`src/rtl/imem_boot_loader_pkg.sv`:
```
// Shared types and constants for the instruction-memory boot loader.
package imem_boot_loader_pkg;

  typedef enum logic [2:0] {
    IDLE   = 3'd0,
    HDR_LO = 3'd1,
    HDR_HI = 3'd2,
    DATA   = 3'd3,
    DONE   = 3'd4,
    ERR    = 3'd5
  } state_t;

  localparam int BYTES_PER_WORD = 4;
  localparam int HDR_BYTES      = 2;

  function automatic logic is_session(input state_t s);
    return (s == HDR_LO) || (s == HDR_HI) || (s == DATA);
  endfunction

endpackage

```
`src/rtl/imem_word_assembler.sv`:
```
// Collects little-endian stream bytes into instruction words; word_valid flags the
// transfer that completes a word, with word carrying that byte in its top lane.
module imem_word_assembler
  import imem_boot_loader_pkg::*;
(
  input  logic                          clk,
  input  logic                          rst_n,
  input  logic                          clear,
  input  logic                          byte_en,
  input  logic [7:0]                    byte_in,
  output logic                          word_valid,
  output logic [BYTES_PER_WORD*8-1:0]   word
);

  localparam int IDX_W = $clog2(BYTES_PER_WORD);
  localparam logic [IDX_W-1:0] LAST_IDX = IDX_W'(BYTES_PER_WORD - 1);

  logic [IDX_W-1:0]                  byte_idx;
  logic [(BYTES_PER_WORD-1)*8-1:0]   lanes;

  // The lower lanes shift in from the top, so after three bytes they hold b2,b1,b0.
  always_ff @(posedge clk or negedge rst_n) begin
    if (!rst_n) begin
      byte_idx <= '0;
      lanes    <= '0;
    end else if (clear) begin
      byte_idx <= '0;
    end else if (byte_en) begin
      byte_idx <= byte_idx + IDX_W'(1);
      lanes    <= {byte_in, lanes[(BYTES_PER_WORD-1)*8-1:8]};
    end
  end

  assign word_valid = byte_en && (byte_idx == LAST_IDX);
  assign word       = {byte_in, lanes};

endmodule

```
`src/rtl/imem_boot_loader.sv`:
```
// Boot loader: parses a word-count header, writes the following words to
// instruction memory, and holds the core in reset until the load succeeds.
module imem_boot_loader
  import imem_boot_loader_pkg::*;
#(
  parameter int ADDRESS_WIDTH = 32,
  parameter int INSTR_WIDTH   = 32,
  parameter int DEPTH         = 64
) (
  input  logic                      clk,
  input  logic                      rst_n,
  input  logic                      start,
  input  logic [7:0]                byte_in,
  input  logic                      byte_valid,
  output logic                      byte_ready,
  output logic                      mem_we,
  output logic [ADDRESS_WIDTH-1:0]  mem_addr,
  output logic [INSTR_WIDTH-1:0]    mem_wdata,
  output logic                      cpu_rst_n,
  output logic                      busy,
  output logic                      done,
  output logic                      err
);

  localparam int WIDX_W = $clog2(DEPTH) + 1;
  localparam int HDR_W  = HDR_BYTES * 8;

  state_t             state, next_state;
  logic [HDR_W-1:0]   n_count;
  logic [HDR_W-1:0]   hdr_n;
  logic [WIDX_W-1:0]  word_idx;
  logic               xfer;
  logic               start_ok;
  logic               last_word;
  logic               asm_valid;
  logic [BYTES_PER_WORD*8-1:0] asm_word;

  assign xfer      = byte_valid && byte_ready;
  assign start_ok  = start && ((state == IDLE) || (state == DONE) || (state == ERR));
  assign hdr_n     = {byte_in, n_count[7:0]};
  assign last_word = (HDR_W'(word_idx) == (n_count - HDR_W'(1)));

  imem_word_assembler u_asm (
    .clk        (clk),
    .rst_n      (rst_n),
    .clear      (start_ok),
    .byte_en    (xfer && (state == DATA)),
    .byte_in    (byte_in),
    .word_valid (asm_valid),
    .word       (asm_word)
  );

  always_comb begin
    next_state = state;
    case (state)
      IDLE, DONE, ERR: if (start) next_state = HDR_LO;
      HDR_LO:          if (xfer) next_state = HDR_HI;
      HDR_HI: begin
        if (xfer) begin
          if (hdr_n == '0)                  next_state = DONE;
          else if (hdr_n > HDR_W'(DEPTH))   next_state = ERR;
          else                              next_state = DATA;
        end
      end
      DATA:    if (asm_valid && last_word) next_state = DONE;
      default: next_state = IDLE;
    endcase
  end

  // byte_ready/busy follow next_state so the stream closes in the same cycle as the final write;
  // done/cpu_rst_n follow state, so they rise one cycle later.
  always_ff @(posedge clk or negedge rst_n) begin
    if (!rst_n) begin
      state      <= IDLE;
      n_count    <= '0;
      word_idx   <= '0;
      byte_ready <= 1'b0;
      busy       <= 1'b0;
      mem_we     <= 1'b0;
      mem_addr   <= '0;
      mem_wdata  <= '0;
      cpu_rst_n  <= 1'b0;
      done       <= 1'b0;
      err        <= 1'b0;
    end else begin
      state      <= next_state;
      byte_ready <= is_session(next_state);
      busy       <= is_session(next_state);
      mem_we     <= asm_valid;
      done       <= (state == DONE) && !start_ok;
      err        <= (state == ERR) && !start_ok;
      cpu_rst_n  <= (state == DONE) && !start_ok;

      if (state == HDR_LO && xfer) n_count[7:0]  <= byte_in;
      if (state == HDR_HI && xfer) n_count[15:8] <= byte_in;

      if (start_ok) begin
        word_idx <= '0;
      end else if (asm_valid) begin
        word_idx  <= word_idx + WIDX_W'(1);
        mem_addr  <= ADDRESS_WIDTH'({word_idx, 2'b00});
        mem_wdata <= INSTR_WIDTH'(asm_word);
      end
    end
  end

endmodule

```
`config.mk`:
```
export PLATFORM = sky130hd
export DESIGN_NAME = imem_boot_loader
export DESIGN_NICKNAME = d
export VERILOG_FILES = /design/src/rtl/imem_boot_loader_pkg.sv /design/src/rtl/imem_word_assembler.sv /design/src/rtl/imem_boot_loader.sv
export SDC_FILE = /design/constraint.sdc
export NUM_CORES = 1
export LEC_CHECK = 0
export CAP_MARGIN = 20
export CORE_UTILIZATION = 40
export DETAILED_ROUTE_END_ITERATION = 16
export SLEW_MARGIN = 40
export SYNTH_ARGS = -nofsm -noshare
export SYNTH_HDL_FRONTEND = slang
export SYNTH_SLANG_ARGS = --single-unit
```
`constraint.sdc`:
```
create_clock -name clk -period 2.5 [get_ports clk]
set_input_delay 0.375 -clock clk [delete_from_list [all_inputs] [get_ports clk]]
set_output_delay 0.375 -clock clk [all_outputs]
set_load 0.03 [all_outputs]
```
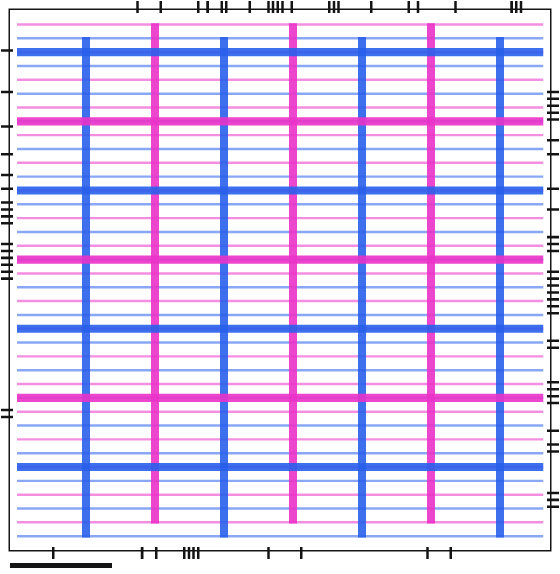
(PDN straps and rails)
Bar = 20 um. Pins as bars on the die edge.
net	color
VDD	magenta
VSS	blue
rows	37
met1 rails	38
horizontal die dimension: 106 um
Die Ht: 106 um
worst vdd ir: 529 uV
CORE AREA: 0.0104 mm2

==> Slide: Implementation Results <==
Flow Results at a Glance

Logic synthesis
  • Library cell occupying the most area in the post-synthesis netlist: sky130_fd_sc_hd__dfrtp_1
  • Number of enable flip-flop cells: 0
  • Mean Syn Cell Area: 12.9 um2
  • Unique cell type count in the Yosys netlist: 51
  • Cell area after technology mapping: 0.00434 mm2
  • Area of the synthesized netlist per yosys stat: 0.00434 mm2
  • Seq/Total Area, Yosys: 54.7%
  • Instance tally after logic synthesis: 336
  • Async set-or-reset flop fraction in the synthesized netlist: 100%

Detailed routing
  • Total Routed Length: 8090 um
  • Count of nets left with antenna violations after detail routing: 0
  • Iteration tally of the first detailed-router pass: 4

Outcome
  • Run status: finished with violations
  • Failing checks: hold timing

Layout
  • Share of final-layout standard cells stronger than drive strength 1: 29.5%
  • Commonest Layout Cell: sky130_fd_sc_hd__dfrtp_1

Job
  • Number of warnings in the stage logs: 26

Timing
  • Fin Hold WS: -0.0386 ns
  • Share of the clock period used by the worst path after layout: a little over 90%
  • Fin. Hold Viols: 36

Global routing
  • Total global routing overflow: 0

Clock network
  • Deepest level of the CTS H-tree: 3

Power
  • Cell area power density: 962 mW/mm2

Placement
  • Weighted congestion at the end of routability-driven global placement: around 0.8
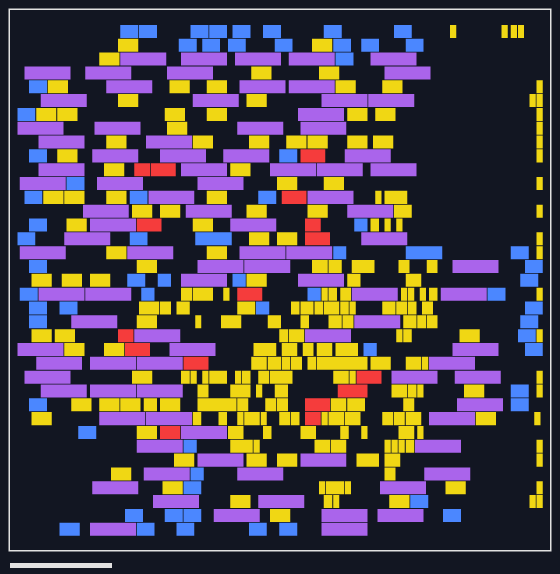
(cells colored by class)
Bar = 20 um.
class	color	cells
sequential cells	purple	95
remaining buffers and delay cells	blue	68
combinational and other logic	yellow	224
clock drivers and dummy loads	red	16
flop share of the area: 45.5%
final core occ: 50.1%
Site Rows: 37

[per-stage QoR]
step	setup slack [ns]	util, %	cell area [um2]	power (mW)	hold WS [ns]
final	0.206	50.1	5220	5.02	-0.0386
after global routing	0.0355	50.1	5220	5.34	0.00330
after CTS	0.203	50.1	5220	5.08	0.107
after detailed placement	0.158	48.2	5020	4.08	0.480
after global placement	0.229	48.2	5020	4.02	0.471
after floorplan	0.428	-	4430	3.58	0.0794
[area by class of cell]
type	count	area share, %
multi-input combinational	218	34.0
clock inverter	6	1.20
clock buffer	10	2.64
timing repair buffer	68	13.0
sequential	95	45.5
inverter	6	0.431
tap	136	3.26
[flip-flops by register name (all words and copies together), names as in the netlist]
register and flops:
busy 1, err 1, n_count 16, word_idx 7, u_asm.byte_idx 2, mem_we 1, mem_wdata 32, mem_addr 7
state 3, u_asm.lanes 24, done 1
[worst paths after layout]
kind | from | endpoint | slack, ns
min in group clk | u_asm.byte_idx[0] | u_asm.byte_idx[0] | 0.49
max in group asynchronous | rst_n | mem_wdata[29] | 1.92
worst max-delay path | n_count[0] | state[0] | 0.21
worst min-delay path | rst_n | mem_we | -0.04
worst min register to register | u_asm.byte_idx[0] | u_asm.byte_idx[0] | 0.49
worst max register to register | n_count[0] | state[0] | 0.21
[critical path, cell delays in order, from the launching register on]
cell	delay, ns
sky130_fd_sc_hd__dfrtp_1	0.44
sky130_fd_sc_hd__inv_1	0.09
sky130_fd_sc_hd__ha_1	0.28
sky130_fd_sc_hd__o21ba_2	0.22
sky130_fd_sc_hd__a221oi_1	0.41
sky130_fd_sc_hd__o22ai_2	0.17
sky130_fd_sc_hd__a2111oi_4	0.41
sky130_fd_sc_hd__o211ai_1	0.15
[kinds of logic (layout without fill, tap and decap cells)]
group,count (synthesis),in the layout
AND-OR/OR-AND,29,29
XOR/XNOR,12,12
adder cells (fa/ha/maj),3,3
buffers and inverters,47,90
flip-flops,95,95
multiplexers,78,78
other,1,25
AND/OR/NAND/NOR,71,71
[synth_stat cells (3+ instances only)]
cell	number
sky130_fd_sc_hd__dfrtp_1	95
sky130_fd_sc_hd__mux2_2	76
sky130_fd_sc_hd__buf_4	29
sky130_fd_sc_hd__nand2_1	16
sky130_fd_sc_hd__nor2_1	9
sky130_fd_sc_hd__o21ai_0	9
sky130_fd_sc_hd__nand3_1	8
sky130_fd_sc_hd__xor2_1	7
sky130_fd_sc_hd__inv_1	6
sky130_fd_sc_hd__nor4_1	6
sky130_fd_sc_hd__buf_2	5
sky130_fd_sc_hd__clkbuf_1	5
sky130_fd_sc_hd__xnor2_1	5
sky130_fd_sc_hd__nand2b_1	4
sky130_fd_sc_hd__nor3_1	4
sky130_fd_sc_hd__and2_1	3
sky130_fd_sc_hd__ha_1	3
[layer usage]
metal	track usage (%)	vias to the layer above	routed length (um)
met5	0	-	0
met4	3.87	0	66
met3	4.11	5	352
met2	25.1	68	3880
met1	20.3	1370	3790
li1	-	1263	-
[power by group]
part           switching, mW  internal [mW]  leakage [nW]
Clock                  0.573          0.415         0.102
Sequential             0.401           1.98          1.24
Combinational          0.817          0.836         0.973
Power is estimated from default activity; no workload was simulated.
